### Clock distribution

Bar = 10 um.
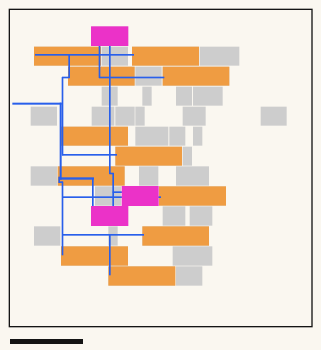
### Cells by drive strength

Bar = 10 um.
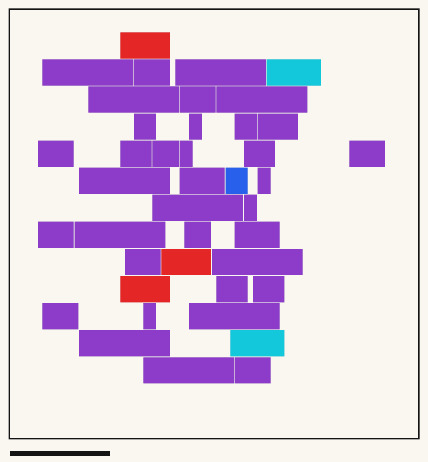
### PDN straps and rails

Pins as bars on the die edge. Tap cells in grey.
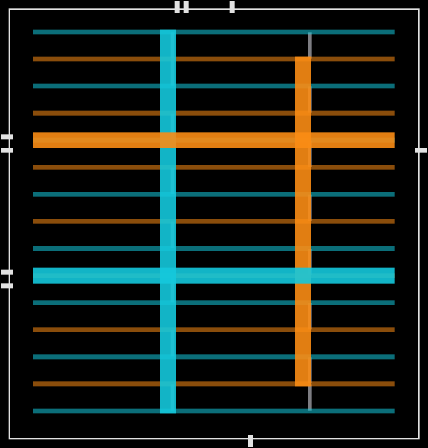
### Clock wiring as the flow saved it

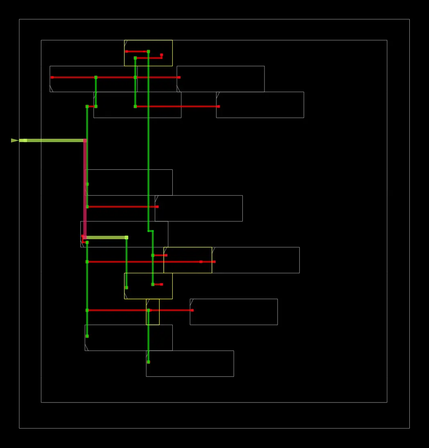
### src/rtl/dual_rail_value_capture.sv
// Receiver for a dual-rail transition-protocol link: synchronises both rails,
// decodes completed tokens onto a valid/ready port and returns a 2-phase ack.
module dual_rail_value_capture #(
    parameter              ENC         = "TP",
    parameter int unsigned WIDTH       = 1,
    parameter int unsigned SYNC_STAGES = 2
) (
    input  logic                   clk,
    input  logic                   rst,
    input  logic [WIDTH-1:0][1:0]  in,
    output logic                   ack,
    output logic [WIDTH-1:0]       out_data,
    output logic                   out_valid,
    input  logic                   out_ready,
    output logic                   err
);

    generate
        if (ENC != "TP") begin : g_bad_enc
            $error("dual_rail_value_capture: only ENC=\"TP\" is supported");
        end
        if (SYNC_STAGES < 2) begin : g_bad_sync
            $error("dual_rail_value_capture: SYNC_STAGES must be at least 2");
        end
    endgenerate

    typedef enum logic {
        COLLECT = 1'b0,
        HOLD    = 1'b1
    } state_t;

    state_t                  state_q, state_d;
    logic [WIDTH-1:0][1:0]   sync_q [SYNC_STAGES];
    logic [WIDTH-1:0][1:0]   s;
    logic [WIDTH-1:0][1:0]   ref_q, ref_d;
    logic [WIDTH-1:0][1:0]   diff;
    logic [WIDTH-1:0]        done, bad, val;
    logic                    ack_q, ack_d;
    logic [WIDTH-1:0]        data_q, data_d;
    logic                    valid_q, valid_d;
    logic                    err_q, err_d;
    logic                    tok_done, tok_bad;

    always_ff @(posedge clk or negedge rst) begin
        if (!rst) begin
            for (int unsigned i = 0; i < SYNC_STAGES; i++) begin
                sync_q[i] <= '0;
            end
        end else begin
            sync_q[0] <= in;
            for (int unsigned i = 1; i < SYNC_STAGES; i++) begin
                sync_q[i] <= sync_q[i-1];
            end
        end
    end

    assign s = sync_q[SYNC_STAGES-1];

    // A bit is complete when exactly one of its rails moved since the last
    // consumed token; both rails moving is a protocol violation.
    always_comb begin
        diff = s ^ ref_q;
        done = '0;
        bad  = '0;
        val  = '0;
        for (int unsigned b = 0; b < WIDTH; b++) begin
            done[b] = diff[b][1] ^ diff[b][0];
            bad[b]  = diff[b][1] & diff[b][0];
            val[b]  = diff[b][1];
        end
    end

    assign tok_done = &done;
    assign tok_bad  = |bad;

    always_ff @(posedge clk or negedge rst) begin
        if (!rst) begin
            state_q <= COLLECT;
            ref_q   <= '0;
            ack_q   <= 1'b0;
            data_q  <= '0;
            valid_q <= 1'b0;
            err_q   <= 1'b0;
        end else begin
            state_q <= state_d;
            ref_q   <= ref_d;
            ack_q   <= ack_d;
            data_q  <= data_d;
            valid_q <= valid_d;
            err_q   <= err_d;
        end
    end

    always_comb begin
        state_d = state_q;
        case (state_q)
            COLLECT: if (!tok_bad && tok_done) state_d = HOLD;
            HOLD:    if (valid_q && out_ready) state_d = COLLECT;
            default: state_d = COLLECT;
        endcase
    end

    // Bad tokens are still acknowledged so upstream is never left stalled.
    always_comb begin
        ref_d   = ref_q;
        ack_d   = ack_q;
        data_d  = data_q;
        valid_d = valid_q;
        err_d   = err_q;
        case (state_q)
            COLLECT: begin
                if (tok_bad) begin
                    err_d = 1'b1;
                    ref_d = s;
                    ack_d = ~ack_q;
                end else if (tok_done) begin
                    data_d  = val;
                    valid_d = 1'b1;
                    ref_d   = s;
                    ack_d   = ~ack_q;
                end
            end
            HOLD: begin
                if (valid_q && out_ready) valid_d = 1'b0;
            end
            default: ;
        endcase
    end

    assign ack       = ack_q;
    assign out_data  = data_q;
    assign out_valid = valid_q;
    assign err       = err_q;

endmodule

### config.mk
export PLATFORM = sky130hd
export DESIGN_NAME = dual_rail_value_capture
export DESIGN_NICKNAME = d
export VERILOG_FILES = /design/src/rtl/dual_rail_value_capture.sv
export SDC_FILE = /design/constraint.sdc
export NUM_CORES = 1
export LEC_CHECK = 0
export CORE_AREA = 2 2 39 41
export CTS_BUF_LIST = sky130_fd_sc_hd__clkbuf_8
export DETAILED_ROUTE_END_ITERATION = 6
export DIE_AREA = 0 0 41 43
export SLEW_MARGIN = 30
export SYNTH_ARGS = -nofsm -noshare
export SYNTH_HDL_FRONTEND = slang
export SYNTH_SLANG_ARGS = --single-unit
export TNS_END_PERCENT = 20
### constraint.sdc
create_clock -name clk -period 1.7 [get_ports clk]
set_input_delay 0.34 -clock clk [delete_from_list [all_inputs] [get_ports clk]]
set_output_delay 0.34 -clock clk [all_outputs]
set_load 0.005 [all_outputs]
==> deck_impl_summary.md <==
Flow Results at a Glance

Floorplan
  – Chip width: just over 40 um
  – Taps Inserted: 16

Synth
  – Registers, synthesis: 11
  – Synth top area share: 64.7%
  – Leading area contributor after synthesis: dfrtp_1
  – Yosys cell count: 29
  – Synth async-reset ratio: 100%
  – Adder share: 5.88%
  – Yosys cell types: 13
  – Post-Syn Area: about 430 sq um
  – Top cells by count: dfrtp_1 (11), inv_1 (3), xor2_1 (3)
  – Simple-Gate Area Share: 5.59%
  – XOR/XNOR Fraction of Synth Area: approximately 6.2%
  – Post-synth EDFFs: 0
  – Post-Synth AOI/OAI Area: between 5 and 6%
  – Post-synth top flop: dfrtp_1
  – Mux share: about a tenth
  – Count leader, synth: dfrtp_1
  – Seq/Total Area, Yosys: about 65%
  – Syn. warnings: 0
  – Comb area leader: multiplexers
  – Avg Synthesized Cell Area: 14.7 sq um

Worst hold path
  – Hold crit path type: flop to flop

CTS
  – Root Buffer: clkbuf_8
  – Postcts setup bufs: 0
  – Longest Clk Path Bufs: 2
  – # clock sinks: 11
  – CTS-repair resized insts: 0
  – H-tree levels: 1
  – Hold Buf Count CTS: 0
  – Clock-pin slew on the worst setup and hold paths: 0.05 ns
  – TritonCTS clock tree: done

Power
  – Clk pwr share: between 40% and 50%
  – Logic gate share of total power: 4.4%
  – Power Dens Cells: about 940 nW/um^2
  – Maximum vdd ir drop: around 0.00060 V
  – P_int: about 0.44 mW
  – Combinational Power: 0.0239 mW
  – Power in sequential cells: ~0.27 mW
  – Top pwr grp: sequential cells

STA
  – Tcrit/Tclk final: 92.1%
  – PnR worst setup slack: about 0.13 ns
  – RSZ-0062 raised after global routing: false
  – Slew Limit Headroom: between 60% and 70%

Run status
  – Status: complete, no violations

Setup path
  – FF-to-FF End: ref_q[0]$_DFFE_PN0P_
  – R2r setup slk: ~0.13 ns
  – Crit. Startpoint: ref_q[1]$_DFFE_PN0P_
  – CP Class: flop to flop
  – CP peak stage delay: between 0.3 and 0.4 ns
  – R2R Path Start: ref_q[1]$_DFFE_PN0P_
  – CP max FO: 3
  – Worst Path Required: approximately 1.8 ns
  – Critical-path top delay cell: dfrtp_1
  – Stages on worst setup path: 5
  – Critical path cell sequence: xor2_1 > inv_1 > ha_1 > nor2_2 > mux2_4
  – Worst r2r path cells: 5

Routing
  – Post-Route WL: around 670 um
  – Wire length on met2: ~340 um
  – Remaining antenna violation count after routing: 0
  – Met3 WL: around 21 um
  – DR WL/cell: 11.7 um
  – Remaining DRCs: 0
  – Max layer used: met4
  – Vias: about 250

Global routing
  – Total GRT Usage: between 10 and 15%
  – First-pass GRT wire length: between 1000 and 1500 um
  – Met1 Usage GRT: between 10% and 20%
  – Grt ovf: 0
  – Initial antenna violation count: 0

Layout
  – Non-filler instance count after layout: approximately 57
  – Largest cell class by area: registers
  – Repair and plain buffers: 8
  – Mi-comb count: 15
  – ClkCell Share: ~7.9%
  – Storage cell area: 275 sq um
  – Synth-to-Final Area Change: 34.1%
  – Design area: roughly 570 sq um
  – Most common logic cells in the final layout: dfrtp_1 (11), clkdlybuf4s50_1 (8), inv_1 (4), xor2_1 (3), clkbuf_8 (3)
  – Fraction of layout cells with a size suffix above 1: between 10 and 15%
  – Seq area share: approximately 48%
  – Non-clock inverters: 3
  – Logic share of the area: roughly 24%
  – Number of antenna diodes: 0

Placed design
  – Port buffer count: 8
  – Dpl cell area: 526 sq um

Job
  – Max Cap Viol: 0
About 'Clock distribution':
Key: clock wires = blue [length 149 um]; cells driving clock nets = magenta [count 3]; flip-flops = orange [count 11]
There are 4 routed clock nets.

About 'Cells by drive strength':
Key: drive 6 and up = red [cells 3, most used clkbuf_8]; drive 1 or less = purple [cells 35, most used dfrtp_1]; drive 2 = blue [cells 1, most used nor2_2]; drive 3 to 4 = cyan [cells 2, most used mux2_4]

About 'PDN straps and rails':
Key: VDD = orange; VSS = cyan
2 straps on met5. 9 signal pins sit on the boundary. 16 tap cells. 15 met1 rails follow the rows.

About 'Clock wiring as the flow saved it':
CTS buffer count: 3
seq_cells: 11
clock-net power: 0.245 mW
Final Skew: 0.00227 ns

Power is estimated from default activity; no workload was simulated.
